## config.mk

```make
export PLATFORM = sky130hd
export DESIGN_NAME = fric_client_master_flat
export DESIGN_NICKNAME = d
export VERILOG_FILES = /design/src/rtl/fric_pkg.sv /design/src/rtl/fric_client_master_if.sv /design/src/rtl/fric_reply_parser.sv /design/src/rtl/fric_client_master.sv /design/src/flat_wrapper.sv
export SDC_FILE = /design/constraint.sdc
export NUM_CORES = 1
export LEC_CHECK = 0
export CORE_ASPECT_RATIO = 1.2
export CORE_MARGIN = 5
export CORE_UTILIZATION = 51
export DETAILED_ROUTE_END_ITERATION = 8
export PLACE_DENSITY = 0.85
export SETUP_SLACK_MARGIN = 0.15
export SYNTH_ARGS = -nofsm -noshare
export SYNTH_HDL_FRONTEND = slang
export SYNTH_SLANG_ARGS = --single-unit
```

## constraint.sdc

```tcl
create_clock -name clk -period 2.7 [get_ports clk]
set_input_delay 0.675 -clock clk [delete_from_list [all_inputs] [get_ports clk]]
set_output_delay 0.675 -clock clk [all_outputs]
set_load 0.01 [all_outputs]
```

## src/rtl/fric_pkg.sv

```systemverilog
`default_nettype none
// +----------------------------------------------------------------------+
// | fric_pkg: FRIC opcodes, idle byte and sequencer state encodings.      |
// | Revision: 1.0                                                         |
// +----------------------------------------------------------------------+
package fric_pkg;

    localparam logic [3:0] FRIC_WR_REQ = 4'h2;
    localparam logic [3:0] FRIC_RD_REQ = 4'h3;
    localparam logic [3:0] FRIC_WR_ACK = 4'h4;
    localparam logic [3:0] FRIC_RD_ACK = 4'h5;
    localparam logic [7:0] FRIC_IDLE   = 8'h00;

    typedef logic [2:0] tx_state_t;
    localparam tx_state_t TX_IDLE = 3'd0;
    localparam tx_state_t TX_HDR  = 3'd1;
    localparam tx_state_t TX_ADR  = 3'd2;
    localparam tx_state_t TX_DA0  = 3'd3;
    localparam tx_state_t TX_DA1  = 3'd4;

    typedef logic [2:0] rx_state_t;
    localparam rx_state_t RX_IDLE = 3'd0;
    localparam rx_state_t RX_HDR  = 3'd1;
    localparam rx_state_t RX_ADR  = 3'd2;
    localparam rx_state_t RX_DA0  = 3'd3;
    localparam rx_state_t RX_DA1  = 3'd4;
    localparam rx_state_t RX_DONE = 3'd5;

    function automatic logic [7:0] fric_hdr(input logic [3:0] op, input logic [3:0] port);
        return {op, port};
    endfunction

endpackage
`default_nettype wire

```

## src/rtl/fric_client_master_if.sv

```systemverilog
`default_nettype none
// +----------------------------------------------------------------------+
// | fric_client_master_if: requester handshake plus FRIC byte streams.    |
// | Revision: 1.0                                                         |
// +----------------------------------------------------------------------+
interface fric_client_master_if;

    logic        req_valid;
    logic        req_ready;
    logic        req_wr;
    logic [3:0]  req_port;
    logic [7:0]  req_addr;
    logic [15:0] req_wdat;
    logic        rsp_valid;
    logic [15:0] rsp_rdat;
    logic        rsp_err;
    logic [7:0]  fric_out;
    logic [7:0]  fric_in;

    modport master (
        input  req_valid, req_wr, req_port, req_addr, req_wdat, fric_in,
        output req_ready, rsp_valid, rsp_rdat, rsp_err, fric_out
    );

    modport slave (
        output req_valid, req_wr, req_port, req_addr, req_wdat, fric_in,
        input  req_ready, rsp_valid, rsp_rdat, rsp_err, fric_out
    );

endinterface
`default_nettype wire

```

## src/rtl/fric_reply_parser.sv

```systemverilog
`default_nettype none
// +----------------------------------------------------------------------+
// | fric_reply_parser: registers fric_in and decodes the slave reply.     |
// | Revision: 1.0                                                         |
// +----------------------------------------------------------------------+
module fric_reply_parser
    import fric_pkg::*;
(
    input  logic        clk,
    input  logic        rst,
    input  logic        start,
    input  logic        wr,
    input  logic [3:0]  port,
    input  logic [7:0]  addr,
    input  logic        tmo_hit,
    input  logic [7:0]  fric_in,
    output logic        rx_idle,
    output logic        rx_done,
    output logic        rsp_valid,
    output logic [15:0] rsp_rdat,
    output logic        rsp_err
);

    logic [7:0]  r_fric_inr;
    rx_state_t   r_state;
    rx_state_t   w_next;
    logic        r_err;
    logic [15:0] r_rdat;
    logic [7:0]  w_exp_hdr;

    assign w_exp_hdr = fric_hdr(wr ? FRIC_WR_ACK : FRIC_RD_ACK, port);

    always_ff @(posedge clk) begin
        if (rst) begin
            r_fric_inr <= FRIC_IDLE;
        end else begin
            r_fric_inr <= fric_in;
        end
    end

    always_ff @(posedge clk) begin
        if (rst) begin
            r_state <= RX_IDLE;
        end else begin
            r_state <= w_next;
        end
    end

    always_comb begin
        w_next = r_state;
        case (r_state)
            RX_IDLE: if (start) w_next = RX_HDR;
            RX_HDR: begin
                if (r_fric_inr == w_exp_hdr) begin
                    w_next = RX_ADR;
                end else if (r_fric_inr != FRIC_IDLE) begin
                    w_next = RX_DONE;
                end
            end
            RX_ADR:  w_next = wr ? RX_DONE : RX_DA0;
            RX_DA0:  w_next = RX_DA1;
            RX_DA1:  w_next = RX_DONE;
            RX_DONE: w_next = RX_IDLE;
            default: w_next = RX_IDLE;
        endcase
        if (tmo_hit && (r_state != RX_IDLE) && (r_state != RX_DONE)) begin
            w_next = RX_DONE;
        end
    end

    // Error and data accumulate over the reply; a timeout discards any captured data.
    always_ff @(posedge clk) begin
        if (rst || start) begin
            r_err  <= 1'b0;
            r_rdat <= 16'h0000;
        end else if (tmo_hit && (r_state != RX_IDLE) && (r_state != RX_DONE)) begin
            r_err  <= 1'b1;
            r_rdat <= 16'h0000;
        end else begin
            case (r_state)
                RX_HDR: begin
                    if ((r_fric_inr != FRIC_IDLE) && (r_fric_inr != w_exp_hdr)) r_err <= 1'b1;
                end
                RX_ADR: begin
                    if (r_fric_inr != addr) r_err <= 1'b1;
                end
                RX_DA0:  r_rdat[7:0]  <= r_fric_inr;
                RX_DA1:  r_rdat[15:8] <= r_fric_inr;
                default: ;
            endcase
        end
    end

    always_comb begin
        rx_idle   = (r_state == RX_IDLE);
        rx_done   = (r_state == RX_DONE);
        rsp_valid = rx_done;
        rsp_rdat  = rx_done ? r_rdat : 16'h0000;
        rsp_err   = rx_done ? r_err : 1'b0;
    end

endmodule
`default_nettype wire

```

## src/rtl/fric_client_master.sv

```systemverilog
`default_nettype none
// +----------------------------------------------------------------------+
// | fric_client_master: serialises one request onto FRIC, awaits reply.   |
// | Revision: 1.0                                                         |
// +----------------------------------------------------------------------+
module fric_client_master
    import fric_pkg::*;
#(
    parameter int unsigned TIMEOUT = 32
) (
    input  logic                 clk,
    input  logic                 rst,
    fric_client_master_if.master bus
);

    localparam logic [7:0] TMO_LAST = 8'(TIMEOUT - 1);

    logic        w_accept;
    logic        r_wr;
    logic [3:0]  r_port;
    logic [7:0]  r_addr;
    logic [15:0] r_wdat;
    tx_state_t   r_tx_state;
    tx_state_t   w_tx_next;
    logic [7:0]  w_fric_out_next;
    logic [7:0]  r_fric_out;
    logic [7:0]  r_tmo_cnt;
    logic        w_tmo_hit;
    logic        w_rx_idle;
    logic        w_rx_done;
    logic        w_rsp_valid;
    logic [15:0] w_rsp_rdat;
    logic        w_rsp_err;

    assign bus.req_ready = !rst && w_rx_idle;
    assign w_accept      = bus.req_valid && bus.req_ready;

    always_ff @(posedge clk) begin
        if (rst) begin
            r_wr   <= 1'b0;
            r_port <= 4'h0;
            r_addr <= 8'h00;
            r_wdat <= 16'h0000;
        end else if (w_accept) begin
            r_wr   <= bus.req_wr;
            r_port <= bus.req_port;
            r_addr <= bus.req_addr;
            r_wdat <= bus.req_wdat;
        end
    end

    // Loaded with 1 on acceptance so the count equals cycles elapsed since acceptance.
    always_ff @(posedge clk) begin
        if (rst) begin
            r_tmo_cnt <= 8'd0;
        end else if (w_accept) begin
            r_tmo_cnt <= 8'd1;
        end else if (!w_rx_idle && (r_tmo_cnt != 8'hFF)) begin
            r_tmo_cnt <= r_tmo_cnt + 8'd1;
        end
    end

    assign w_tmo_hit = !w_rx_idle && !w_rx_done && (r_tmo_cnt == TMO_LAST);

    always_ff @(posedge clk) begin
        if (rst) begin
            r_tx_state <= TX_IDLE;
        end else begin
            r_tx_state <= w_tx_next;
        end
    end

    always_comb begin
        w_tx_next = r_tx_state;
        if (w_rx_done || w_tmo_hit) begin
            w_tx_next = TX_IDLE;
        end else begin
            case (r_tx_state)
                TX_IDLE: if (w_accept) w_tx_next = TX_HDR;
                TX_HDR:  w_tx_next = TX_ADR;
                TX_ADR:  w_tx_next = r_wr ? TX_DA0 : TX_IDLE;
                TX_DA0:  w_tx_next = TX_DA1;
                TX_DA1:  w_tx_next = TX_IDLE;
                default: w_tx_next = TX_IDLE;
            endcase
        end
    end

    // The header is only entered from acceptance, so it is built from the live request.
    always_comb begin
        w_fric_out_next = FRIC_IDLE;
        case (w_tx_next)
            TX_HDR:  w_fric_out_next = fric_hdr(bus.req_wr ? FRIC_WR_REQ : FRIC_RD_REQ,
                                                bus.req_port);
            TX_ADR:  w_fric_out_next = r_addr;
            TX_DA0:  w_fric_out_next = r_wdat[7:0];
            TX_DA1:  w_fric_out_next = r_wdat[15:8];
            default: w_fric_out_next = FRIC_IDLE;
        endcase
    end

    always_ff @(posedge clk) begin
        if (rst) begin
            r_fric_out <= FRIC_IDLE;
        end else begin
            r_fric_out <= w_fric_out_next;
        end
    end

    assign bus.fric_out = r_fric_out;

    fric_reply_parser u_parser (
        .clk       (clk),
        .rst       (rst),
        .start     (w_accept),
        .wr        (r_wr),
        .port      (r_port),
        .addr      (r_addr),
        .tmo_hit   (w_tmo_hit),
        .fric_in   (bus.fric_in),
        .rx_idle   (w_rx_idle),
        .rx_done   (w_rx_done),
        .rsp_valid (w_rsp_valid),
        .rsp_rdat  (w_rsp_rdat),
        .rsp_err   (w_rsp_err)
    );

    assign bus.rsp_valid = w_rsp_valid;
    assign bus.rsp_rdat  = w_rsp_rdat;
    assign bus.rsp_err   = w_rsp_err;

endmodule
`default_nettype wire
```

## src/flat_wrapper.sv

```systemverilog
// flat-port wrapper written by rule: the top's interface ports become plain ports
module fric_client_master_flat import fric_pkg::*;
#(
    parameter int unsigned TIMEOUT = 32
)
  (clk, rst, bus_req_valid, bus_req_wr, bus_req_port, bus_req_addr, bus_req_wdat, bus_fric_in, bus_req_ready, bus_rsp_valid, bus_rsp_rdat, bus_rsp_err, bus_fric_out);
  fric_client_master_if bus_i ();
  input  logic clk;
  input  logic rst;
  input wire logic [$bits(bus_i.req_valid)-1:0] bus_req_valid;
  input wire logic [$bits(bus_i.req_wr)-1:0] bus_req_wr;
  input wire logic [$bits(bus_i.req_port)-1:0] bus_req_port;
  input wire logic [$bits(bus_i.req_addr)-1:0] bus_req_addr;
  input wire logic [$bits(bus_i.req_wdat)-1:0] bus_req_wdat;
  input wire logic [$bits(bus_i.fric_in)-1:0] bus_fric_in;
  output wire logic [$bits(bus_i.req_ready)-1:0] bus_req_ready;
  output wire logic [$bits(bus_i.rsp_valid)-1:0] bus_rsp_valid;
  output wire logic [$bits(bus_i.rsp_rdat)-1:0] bus_rsp_rdat;
  output wire logic [$bits(bus_i.rsp_err)-1:0] bus_rsp_err;
  output wire logic [$bits(bus_i.fric_out)-1:0] bus_fric_out;
  assign bus_i.req_valid = bus_req_valid;
  assign bus_i.req_wr = bus_req_wr;
  assign bus_i.req_port = bus_req_port;
  assign bus_i.req_addr = bus_req_addr;
  assign bus_i.req_wdat = bus_req_wdat;
  assign bus_i.fric_in = bus_fric_in;
  assign bus_req_ready = bus_i.req_ready;
  assign bus_rsp_valid = bus_i.rsp_valid;
  assign bus_rsp_rdat = bus_i.rsp_rdat;
  assign bus_rsp_err = bus_i.rsp_err;
  assign bus_fric_out = bus_i.fric_out;
  fric_client_master #(.TIMEOUT(TIMEOUT)) u_core (.clk(clk), .rst(rst), .bus(bus_i));
endmodule
```

### Track usage over the die, run 1

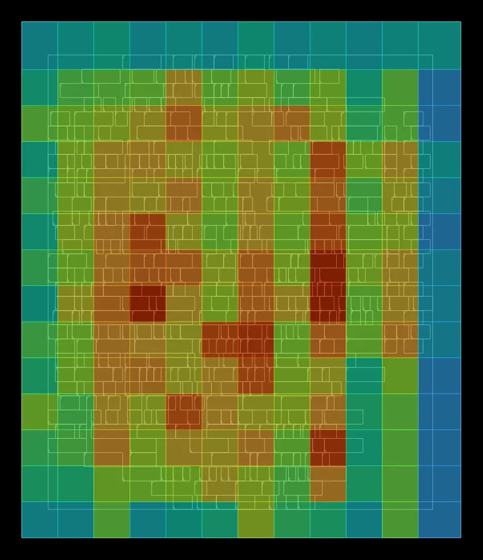
GRT busiest layer: met2
met2 Usage GRT: 32.3%
met1 usage: 21.6%

### Met2 routing, run 1

Bar = 20 µm.
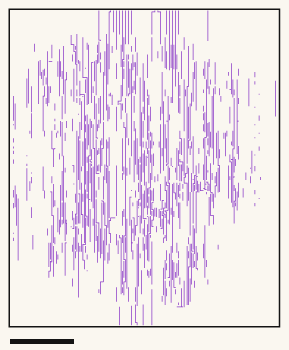
main direction: vertical
share of all routed wire: 50%
nets with wire on the layer: 400

==> metrics.cfg, run 1 <==
[power_and_ir_drop]
peakVddDrop_mv=0.451
pg_comb_mw=0.814
p_comb_share_pct=24.8
switching_share_pct=29.5
top_power_group=registers
p_switching_mw=0.969
seqPwrFrac_pct=42.9
p_clk_mw=1.06
p_seq_mw=1.41
p_int_mw=2.31
clkPwrFrac_pct=32.3

[worst_setup_path]
cp_max_fo=17
cp.required_ns=2.03
timing.rr.end=u_core.bus.fric_out[4]
path_buffers=2
worstPathCellList=nor2b_4, buf_6, and3_1, clkdlybuf4s50_1
cpPeakStageDelay_ns=0.53
crit_end=bus_rsp_rdat[6]
cp_top_family=buffers and inverters
crit_type=flip-flop to primary output
cp.depth=4
end_kind=primary output
critPathLaunch=u_core.u_parser.r_state[0]
arrival_ns=1.76
crit_path_top_delay_cell=clkdlybuf4s50_1
reg2reg_depth=6
worstSetupStartpointType=flip-flop

[placed_design]
dp_hpwl_mm=5.50
port_buffers=66
gp_congestion=0.929

[cells_and_area]
clock_buffers=12
largest_cell_class=multi-input combinational cells
layout-drive-gt1-share_pct=9.15
seq_share_pct=35.0
flops=76
layout.nonclk_buf_share_pct=16.8
nNonClkInverters=2
lay_top_cells=75 x dfxtp_1, 65 x clkdlybuf4s50_1, 57 x nand2_1, 40 x o21ai_0, 33 x nor2_1
regArea_um2=1520
num_antenna_cells=0
area_delta_synth_final_pct=29.5
buffers=75
final_common_cell=dfxtp_1
final-comb-area_um2=1730
nets=495

[routing]
top_layer=met4
dr_total_vias=2850
wl_met3_um=442
wl_met1_mm=3.20
vias_per_cell=5.24
route.detailed.drc=0
final_antenna_net_count=0
drtPass1Iterations=4
wl_per_cell_um=14.0
wirelength_mm=7.61
drtIter0Drc=186

[timing]
post-route-period-util_pct=90.3
setup_violations=0
max-slew-margin-rel_pct=33.5
finalSetupTns_ns=0
layout_setup_ws_ns=0.263
rsz0062_at_grt=no
timing.final.crit_period_ns=2.44
drv_slew=0

[grt]
grt_pass1_wl_mm=12.4
use_met3_pct=4.10
grt_max_degree=59
first_global_vias=2689
grt_usage_pct=18.4

[clocking]
clk_pin_slew_ns=0.07
cts_inserted_buffers=9
htree_levels=3
max-clock-path-buffers=2
post_cts_buffers=0
root_buffer=clkbuf_8
worstSkewPairLatency_ns=0.35
cts.sinks=76
cts_hold_buf=0

[logic_synthesis]
synthCells=394
syn_area_um2=3360
ys_sh_mux_pct=5.70
avgSynthCellArea_um2=8.52
edf_count=0
ys_types=44
synthArstFlopShare_pct=0
synth.cellmix.simpleShare_pct=27.3
fp_nets=435
synth-main-ff-cell=dfxtp_1
synth.logic.top_family=simple AND/OR/NAND/NOR gates
top_cell=dfxtp_1
xor_share_pct=5.48
area_leaders=dfxtp_1 45%, nand2_1 6.4%, o21ai_0 6.0%
adder_share_pct=0.373
top_area_cell=dfxtp_1
common_cells=76 x dfxtp_1, 57 x nand2_1, 40 x o21ai_0
top_cell_area_share_pct=45.3
synth-compound-area-share_pct=12.5

[worst_hold_path]
hold_path_depth=2
whs_endpoint=u_core.u_parser.r_rdat[10]
min_path_type=flip-flop to flip-flop

[flow_run]
warnings=27

[floorplan]
n_tap_cell=85
io_pins=67
core_um2=6410
rows=32
design.die.area_um2=8310
die_w_um=84.1

[status]
status=finished, final reports clean

### M3 wires, run 1

Cells faint in the background.
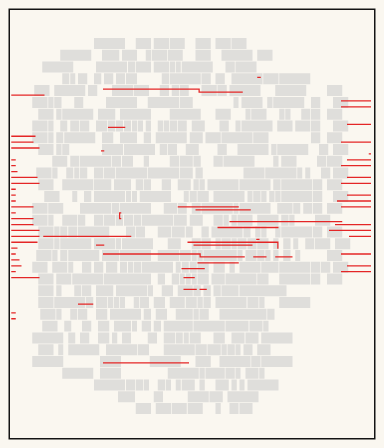
wire length on this layer: 442 µm
main direction: horizontal
share of all routed wire: 5.8%
nets with wire on the layer: 61
longest straight run: 25.8 µm

## run 1: state kept, by name, summed over array words and instances (netlist names)
| register | count |
|---|---|
| u_core.r_addr | 8 |
| u_core.bus.fric_out | 8 |
| u_core.u_parser.r_rdat | 16 |
| u_core.r_wr | 1 |
| u_core.r_tmo_cnt | 8 |
| u_core.u_parser.r_state | 3 |
| u_core.r_wdat | 16 |
| u_core.r_tx_state | 3 |
| u_core.r_port | 4 |
| u_core.u_parser.r_err | 1 |
| u_core.u_parser.r_fric_inr | 8 |
## run 1: per-stage QoR
step	utilization (%)	cells	cell area, µm²	power, mW
after floorplan	-	394	3360	1.95
after global placement	63.8	528	4090	2.19
after detailed placement	63.8	528	4090	2.22
after CTS	67.7	544	4340	3.29
after global routing	67.9	544	4350	3.45
final	67.9	544	4350	3.28
==> inputs of run 2 (changes only) <==
Settings changed: ABC_CLOCK_PERIOD_IN_PS set to 2700.
### Met2 routing, run 2

Bar = 20 µm.
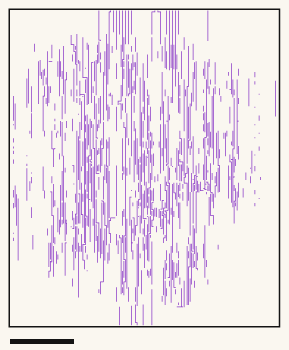
share of all routed wire: 50%
nets with wire on the layer: 400

==> metrics.cfg, run 2 <==
[status]
status=finished, final reports clean  ; unchanged

[cells_and_area]
regArea_um2=1520  ; unchanged
area_delta_synth_final_pct=29.5  ; unchanged
lay_top_cells=75 x dfxtp_1, 65 x clkdlybuf4s50_1, 57 x nand2_1, 40 x o21ai_0, 33 x nor2_1  ; unchanged
final_common_cell=dfxtp_1  ; unchanged
final-comb-area_um2=1730  ; unchanged
final_core_util_pct=67.9  ; unchanged
layout-drive-gt1-share_pct=9.15  ; unchanged
num_antenna_cells=0  ; unchanged

[logic_synthesis]
top_area_cell=dfxtp_1  ; unchanged
top_cell_area_share_pct=45.3  ; unchanged
adder_share_pct=0.373  ; unchanged
synthCells=394  ; unchanged
avgSynthCellArea_um2=8.52  ; unchanged
top_cell=dfxtp_1  ; unchanged
synthArstFlopShare_pct=0  ; unchanged
edf_count=0  ; unchanged
fp_nets=435  ; unchanged
synth-compound-area-share_pct=12.5  ; unchanged
common_cells=76 x dfxtp_1, 57 x nand2_1, 40 x o21ai_0  ; unchanged
synth.cellmix.simpleShare_pct=27.3  ; unchanged
synth.logic.top_family=simple AND/OR/NAND/NOR gates  ; unchanged
area_leaders=dfxtp_1 45%, nand2_1 6.4%, o21ai_0 6.0%  ; unchanged
ys_types=44  ; unchanged

[worst_setup_path]
cp.depth=4  ; unchanged
timing.rr.end=u_core.bus.fric_out[4]  ; unchanged
cp.required_ns=2.03  ; about the same
worstPathCellList=nor2b_4, buf_6, and3_1, clkdlybuf4s50_1  ; unchanged
cpPeakStageDelay_ns=0.53  ; about the same
reg2reg_depth=6  ; unchanged
cp_max_fo=17  ; unchanged
end_kind=primary output  ; unchanged
cp_top_family=buffers and inverters  ; unchanged
critPathLaunch=u_core.u_parser.r_state[0]  ; unchanged
worstSetupStartpointType=flip-flop  ; unchanged
path_buffers=2  ; unchanged
arrival_ns=1.76  ; about the same

[routing]
wirelength_mm=7.61  ; unchanged
wl_per_cell_um=14.0  ; unchanged
drtPass1Iterations=4  ; unchanged
vias_per_cell=5.24  ; unchanged
drtIter0Drc=186  ; unchanged

[power_and_ir_drop]
p_comb_share_pct=24.8  ; about the same
switching_share_pct=29.5  ; unchanged
p_clk_mw=1.06  ; about the same
p_total_mw=3.28  ; unchanged
pg_comb_mw=0.814  ; about the same
p_int_mw=2.31  ; unchanged
p_seq_mw=1.41  ; about the same
clkPwrFrac_pct=32.3  ; about the same
top_power_group=registers  ; unchanged

[worst_hold_path]
min_path_type=flip-flop to flip-flop  ; unchanged
hold_path_depth=2  ; unchanged

[timing]
timing.final.crit_period_ns=2.44  ; unchanged
layout_setup_ws_ns=0.263  ; unchanged
post-route-period-util_pct=90.3  ; unchanged
drv_slew=0  ; unchanged
finalSetupTns_ns=0  ; unchanged

[grt]
grt_usage_pct=18.4  ; unchanged
grt_pass1_wl_mm=12.4  ; unchanged
grt_max_degree=59  ; unchanged
first_global_vias=2689  ; unchanged

[placed_design]
port_buffers=66  ; unchanged
dp_cells=528  ; unchanged
gp_congestion=0.929  ; unchanged

[floorplan]
die_w_um=84.1  ; unchanged
core_um2=6410  ; unchanged
design.die.area_um2=8310  ; unchanged

[clocking]
worstSkewPairLatency_ns=0.35  ; about the same
clk_pin_slew_ns=0.07  ; about the same
cts.sinks=76  ; unchanged
max-clock-path-buffers=2  ; unchanged
root_buffer=clkbuf_8  ; unchanged

[flow_run]
warnings=27  ; unchanged

### M3 wires, run 2

Cells faint in the background.
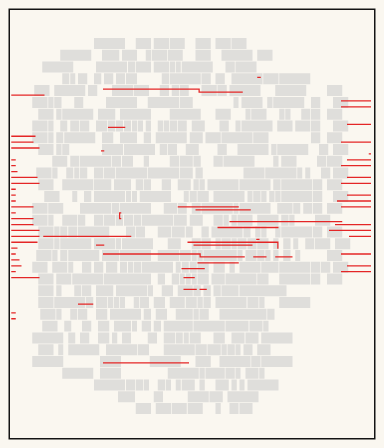
share of all routed wire: 5.8%
wire length on this layer: 442 µm
main direction: horizontal
longest straight run: 25.8 µm

[run 2: cell counts after synthesis]
No cell type changed its count.
[run 2: stage by stage]
stage,instance area (µm²),hold WS [ns]
after global routing,4350,0.473
final,4350,0.453
after detailed placement,4090,0.445
after global placement,4090,0.441
after CTS,4340,0.455
after floorplan,3360,0.432
[run 2: per-layer routing]
layer / vias to the layer above / routed length [µm] / global-route usage [%]
li1: 1462 / - / -
met1: 1292 / 3200 / 21.6
met2: 87 / 3830 / 32.3
met3: 9 / 442 / 4.10
met4: 0 / 133 / 7.43
met5: - / 0 / 0
[run 2: area by class of cell]
cell class | instances | area share, %
repair buffers | 75 | 16.8
well taps | 85 | 2.45
clock inverters | 4 | 2.19
clock buffers | 12 | 3.57
inverters | 2 | 0.173
flip-flops and latches | 76 | 35.0
multi-input cells | 290 | 39.8
==> inputs of run 3 (changes only) <==
--- a/config.mk
+++ b/config.mk
@@ -10,6 +10,7 @@
 export CORE_MARGIN = 5
-export CORE_UTILIZATION = 51
+export CORE_UTILIZATION = 53
+export CTS_BUF_LIST = sky130_fd_sc_hd__clkbuf_8
 export DETAILED_ROUTE_END_ITERATION = 8
-export PLACE_DENSITY = 0.85
-export SETUP_SLACK_MARGIN = 0.15
+export PLACE_DENSITY = 0.88
+export SETUP_SLACK_MARGIN = 0.5
 export SYNTH_ARGS = -nofsm -noshare
--- a/constraint.sdc
+++ b/constraint.sdc
@@ -3,2 +3,2 @@
 set_output_delay 0.675 -clock clk [all_outputs]
-set_load 0.01 [all_outputs]
+set_load 0.1 [all_outputs]
### Met2 routing, run 3

Bar = 20 µm.
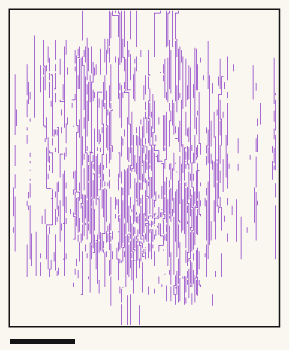
share of all routed wire: 51%
nets with wire on the layer: 423
longest straight run: 52.0 µm
wire length on this layer: 4,390 µm
main direction: vertical

==> metrics.cfg, run 3 <==
[power_and_ir_drop]
p_seq_mw=1.41  ; about the same
pg_comb_mw=1.15  ; was 0.814 mW
top_power_group=registers  ; unchanged
p_switching_mw=1.21  ; was 0.969 mW
p_clk_mw=0.945  ; was 1.06 mW
p_int_mw=2.29  ; was 2.31 mW
p_comb_share_pct=32.9  ; was 24.8%
switching_share_pct=34.7  ; was 29.5%
clkPwrFrac_pct=27.0  ; was 32.3%
seqPwrFrac_pct=40.1  ; was 42.9%
p_total_mw=3.50  ; was 3.28 mW
p_leak_nw=1.80  ; was 1.69 nW
p_per_area_nw_per_um2=756  ; was 755 nW/µm²
peakVddDrop_mv=0.488  ; was 0.451 mV

[logic_synthesis]
common_cells=76 x dfxtp_1, 57 x nand2_1, 40 x o21ai_0  ; unchanged
xor_share_pct=5.48  ; unchanged
yosys_area_um2=3360  ; unchanged
yosysWarnings=0  ; unchanged
edf_count=0  ; unchanged
avgSynthCellArea_um2=8.52  ; unchanged
synth_seq_share_pct=45.3  ; unchanged
ys_cells=394  ; unchanged
synth.logic.top_family=simple AND/OR/NAND/NOR gates  ; unchanged
ys_types=44  ; unchanged
adder_share_pct=0.373  ; unchanged
area_leaders=dfxtp_1 45%, nand2_1 6.4%, o21ai_0 6.0%  ; unchanged
ys_seq_elements=76  ; unchanged
synth-main-ff-cell=dfxtp_1  ; unchanged
synth-compound-area-share_pct=12.5  ; unchanged
synth.cellmix.simpleShare_pct=27.3  ; unchanged
synthCells=394  ; unchanged
syn_area_um2=3360  ; unchanged
top_area_cell=dfxtp_1  ; unchanged
fp_nets=435  ; unchanged
top_cell_area_share_pct=45.3  ; unchanged
synthArstFlopShare_pct=0  ; unchanged
top_cell=dfxtp_1  ; unchanged
ys_sh_mux_pct=5.70  ; unchanged

[cells_and_area]
design_area_um2=4640  ; was 4350 µm²
final_common_cell=dfxtp_1  ; unchanged
nets=502  ; was 495
num_antenna_cells=0  ; unchanged
area_delta_synth_final_pct=38.1  ; was 29.5%
final_cells=548  ; was 544
reg_top3=u_core.r_wdat (16), u_core.u_parser.r_rdat (16)  ; unchanged
lay_top_cells=73 x dfxtp_1, 57 x nand2_1, 40 x o21ai_0, 38 x clkdlybuf4s50_1, 32 x nor2_1  ; was 75 x dfxtp_1, 65 x clkdlybuf4s50_1, 57 x nand2_1, 40 x o21ai_0, 33 x nor2_1
final_core_util_pct=76.1  ; was 67.9%
layout-drive-gt1-share_pct=20.6  ; was 9.15%

[grt]
first_global_vias=2967  ; was 2,689
grt_pass1_wl_mm=13.7  ; was 12.4 mm
use_met3_pct=5.94  ; was 4.10%
grt_usage_pct=22.0  ; was 18.4%
use_met2_pct=36.9  ; was 32.3%
grt_max_degree=46  ; was 59
grtUsageMet1_pct=25.6  ; was 21.6%
antenna_found_initial=0  ; unchanged
busiest_layer=met2  ; unchanged

[clocking]
clk_pin_slew_ns=0.08  ; was 0.07 ns
cts.sinks=76  ; unchanged
cts_tree=built  ; unchanged
max-clock-path-buffers=2  ; unchanged
cts_inserted_buffers=9  ; unchanged
post_cts_buffers=4  ; was 0
cts_resized=9  ; was 3
root_buffer=clkbuf_8  ; unchanged
cts_hold_buf=0  ; unchanged
worstSkewPairLatency_ns=0.36  ; was 0.35 ns
htree_levels=3  ; unchanged

[worst_setup_path]
crit_type=flip-flop to primary output  ; unchanged
path_buffers=2  ; unchanged
cp_top_family=simple AND/OR/NAND/NOR gates  ; was buffers and inverters
end_kind=primary output  ; unchanged
cp.depth=4  ; unchanged
cpPeakStageDelay_ns=0.38  ; was 0.53 ns
worstSetupStartpointType=flip-flop  ; unchanged
cp_max_fo=18  ; was 17
arrival_ns=1.49  ; was 1.76 ns
r2r_start=u_core.r_tmo_cnt[0]  ; was u_core.u_parser.r_state[1]
rrSetupSlack_ns=0.62  ; was 0.56 ns
crit_path_top_delay_cell=dfxtp_4  ; was clkdlybuf4s50_1
worstPathCellList=nor2b_4, buf_8, and3_2, buf_12  ; was nor2b_4, buf_6, and3_1, clkdlybuf4s50_1
reg2reg_depth=6  ; unchanged
critPathLaunch=u_core.u_parser.r_state[0]  ; unchanged
crit_end=bus_rsp_rdat[4]  ; was bus_rsp_rdat[6]
cp.required_ns=2.03  ; about the same
timing.rr.end=u_core.u_parser.r_rdat[4]  ; was u_core.bus.fric_out[4]

[timing]
finalSetupTns_ns=0  ; unchanged
holdWs_ns=0.467  ; was 0.453 ns
drv_slew=0  ; unchanged
worst_slew_pin_slew_ns=0.701  ; was 0.989 ns
rsz0062_at_grt=yes  ; was no
post-route-period-util_pct=80.3  ; was 90.3%
layout_setup_ws_ns=0.532  ; was 0.263 ns
finalHoldViolCount=0  ; unchanged
max-slew-margin-rel_pct=53.2  ; was 33.5%
timing.final.crit_period_ns=2.17  ; was 2.44 ns
setup_violations=0  ; unchanged

[routing]
route.met2.wl_mm=4.39  ; was 3.83 mm
vias_per_cell=5.54  ; was 5.24
drtPass1Iterations=5  ; was 4
drtIter0Drc=206  ; was 186
wirelength_mm=8.66  ; was 7.61 mm
wl_met1_mm=3.38  ; was 3.20 mm
route.detailed.drc=0  ; unchanged
wl_met3_um=609  ; was 442 µm
dr_total_vias=3037  ; was 2,850
top_layer=met4  ; unchanged
wl_per_cell_um=15.8  ; was 14.0 µm
final_antenna_net_count=0  ; unchanged

[status]
status=finished, final reports clean  ; unchanged

[worst_hold_path]
hold_path_depth=2  ; unchanged
min_path_type=flip-flop to flip-flop  ; unchanged
hold_start=u_core.u_parser.r_rdat[9]  ; was u_core.u_parser.r_rdat[10]
whs_endpoint=u_core.u_parser.r_rdat[9]  ; was u_core.u_parser.r_rdat[10]

[placed_design]
place_ws_ns=0.382  ; was 0.0558 ns
port_buffers=66  ; unchanged
gp_congestion=0.846  ; was 0.929
dp_hpwl_mm=5.88  ; was 5.50 mm
dp_cells=524  ; was 528
placed_area_um2=4320  ; was 4090 µm²

[floorplan]
rows=31  ; was 32
design.die.area_um2=8030  ; was 8310 µm²
die_w_um=82.6  ; was 84.1 µm
core_um2=6090  ; was 6410 µm²
die.size.y_um=97.2  ; was 98.9 µm
fp-utilization_pct=55.1  ; was 52.4%
io_pins=67  ; unchanged

[flow_run]
maxCapViolCount=0  ; unchanged
warnings=29  ; was 27

### Met1 routing, run 3

Bar = 20 µm. Supply wires on this layer in grey.
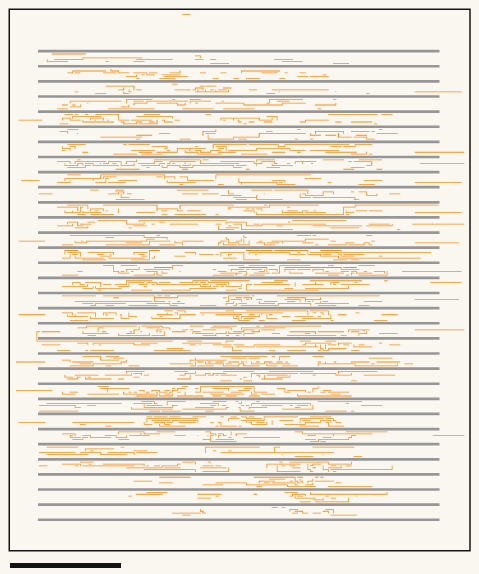
longest straight run: 24.4 µm
share of all routed wire: 39%
main direction: horizontal

## run 3: netlist changes by cell type in the layout (fill, tap and decap cells not counted), sizes merged
| cell | before | now |
|---|---|---|
| buf | 9 | 43 |
| clkinvlp | 0 | 1 |
| clkdlybuf4s50 | 65 | 38 |
| inv | 2 | 4 |
| bufinv | 3 | 2 |
| clkbuf | 12 | 10 |
## run 3: logic make-up (layout without fill, tap and decap cells)
family / Yosys count / count (layout)
simple gates: 177 / 177
flops: 76 / 76
buf+inv: 28 / 100
mux: 18 / 18
xor+xnor: 21 / 21
fa+ha+maj: 1 / 1
compound gates: 73 / 73
## run 3: cell type report
cell class	count	area [µm²]
clock buffers	10	138
inverters	2	7.51
clock inverters	6	80.1
fillers	416	1450
well taps	82	103
repair buffers	82	970
flip-flops and latches	76	1530
multi-input cells	290	1810
No activity file was given, so power comes from the tool's default toggle rates.
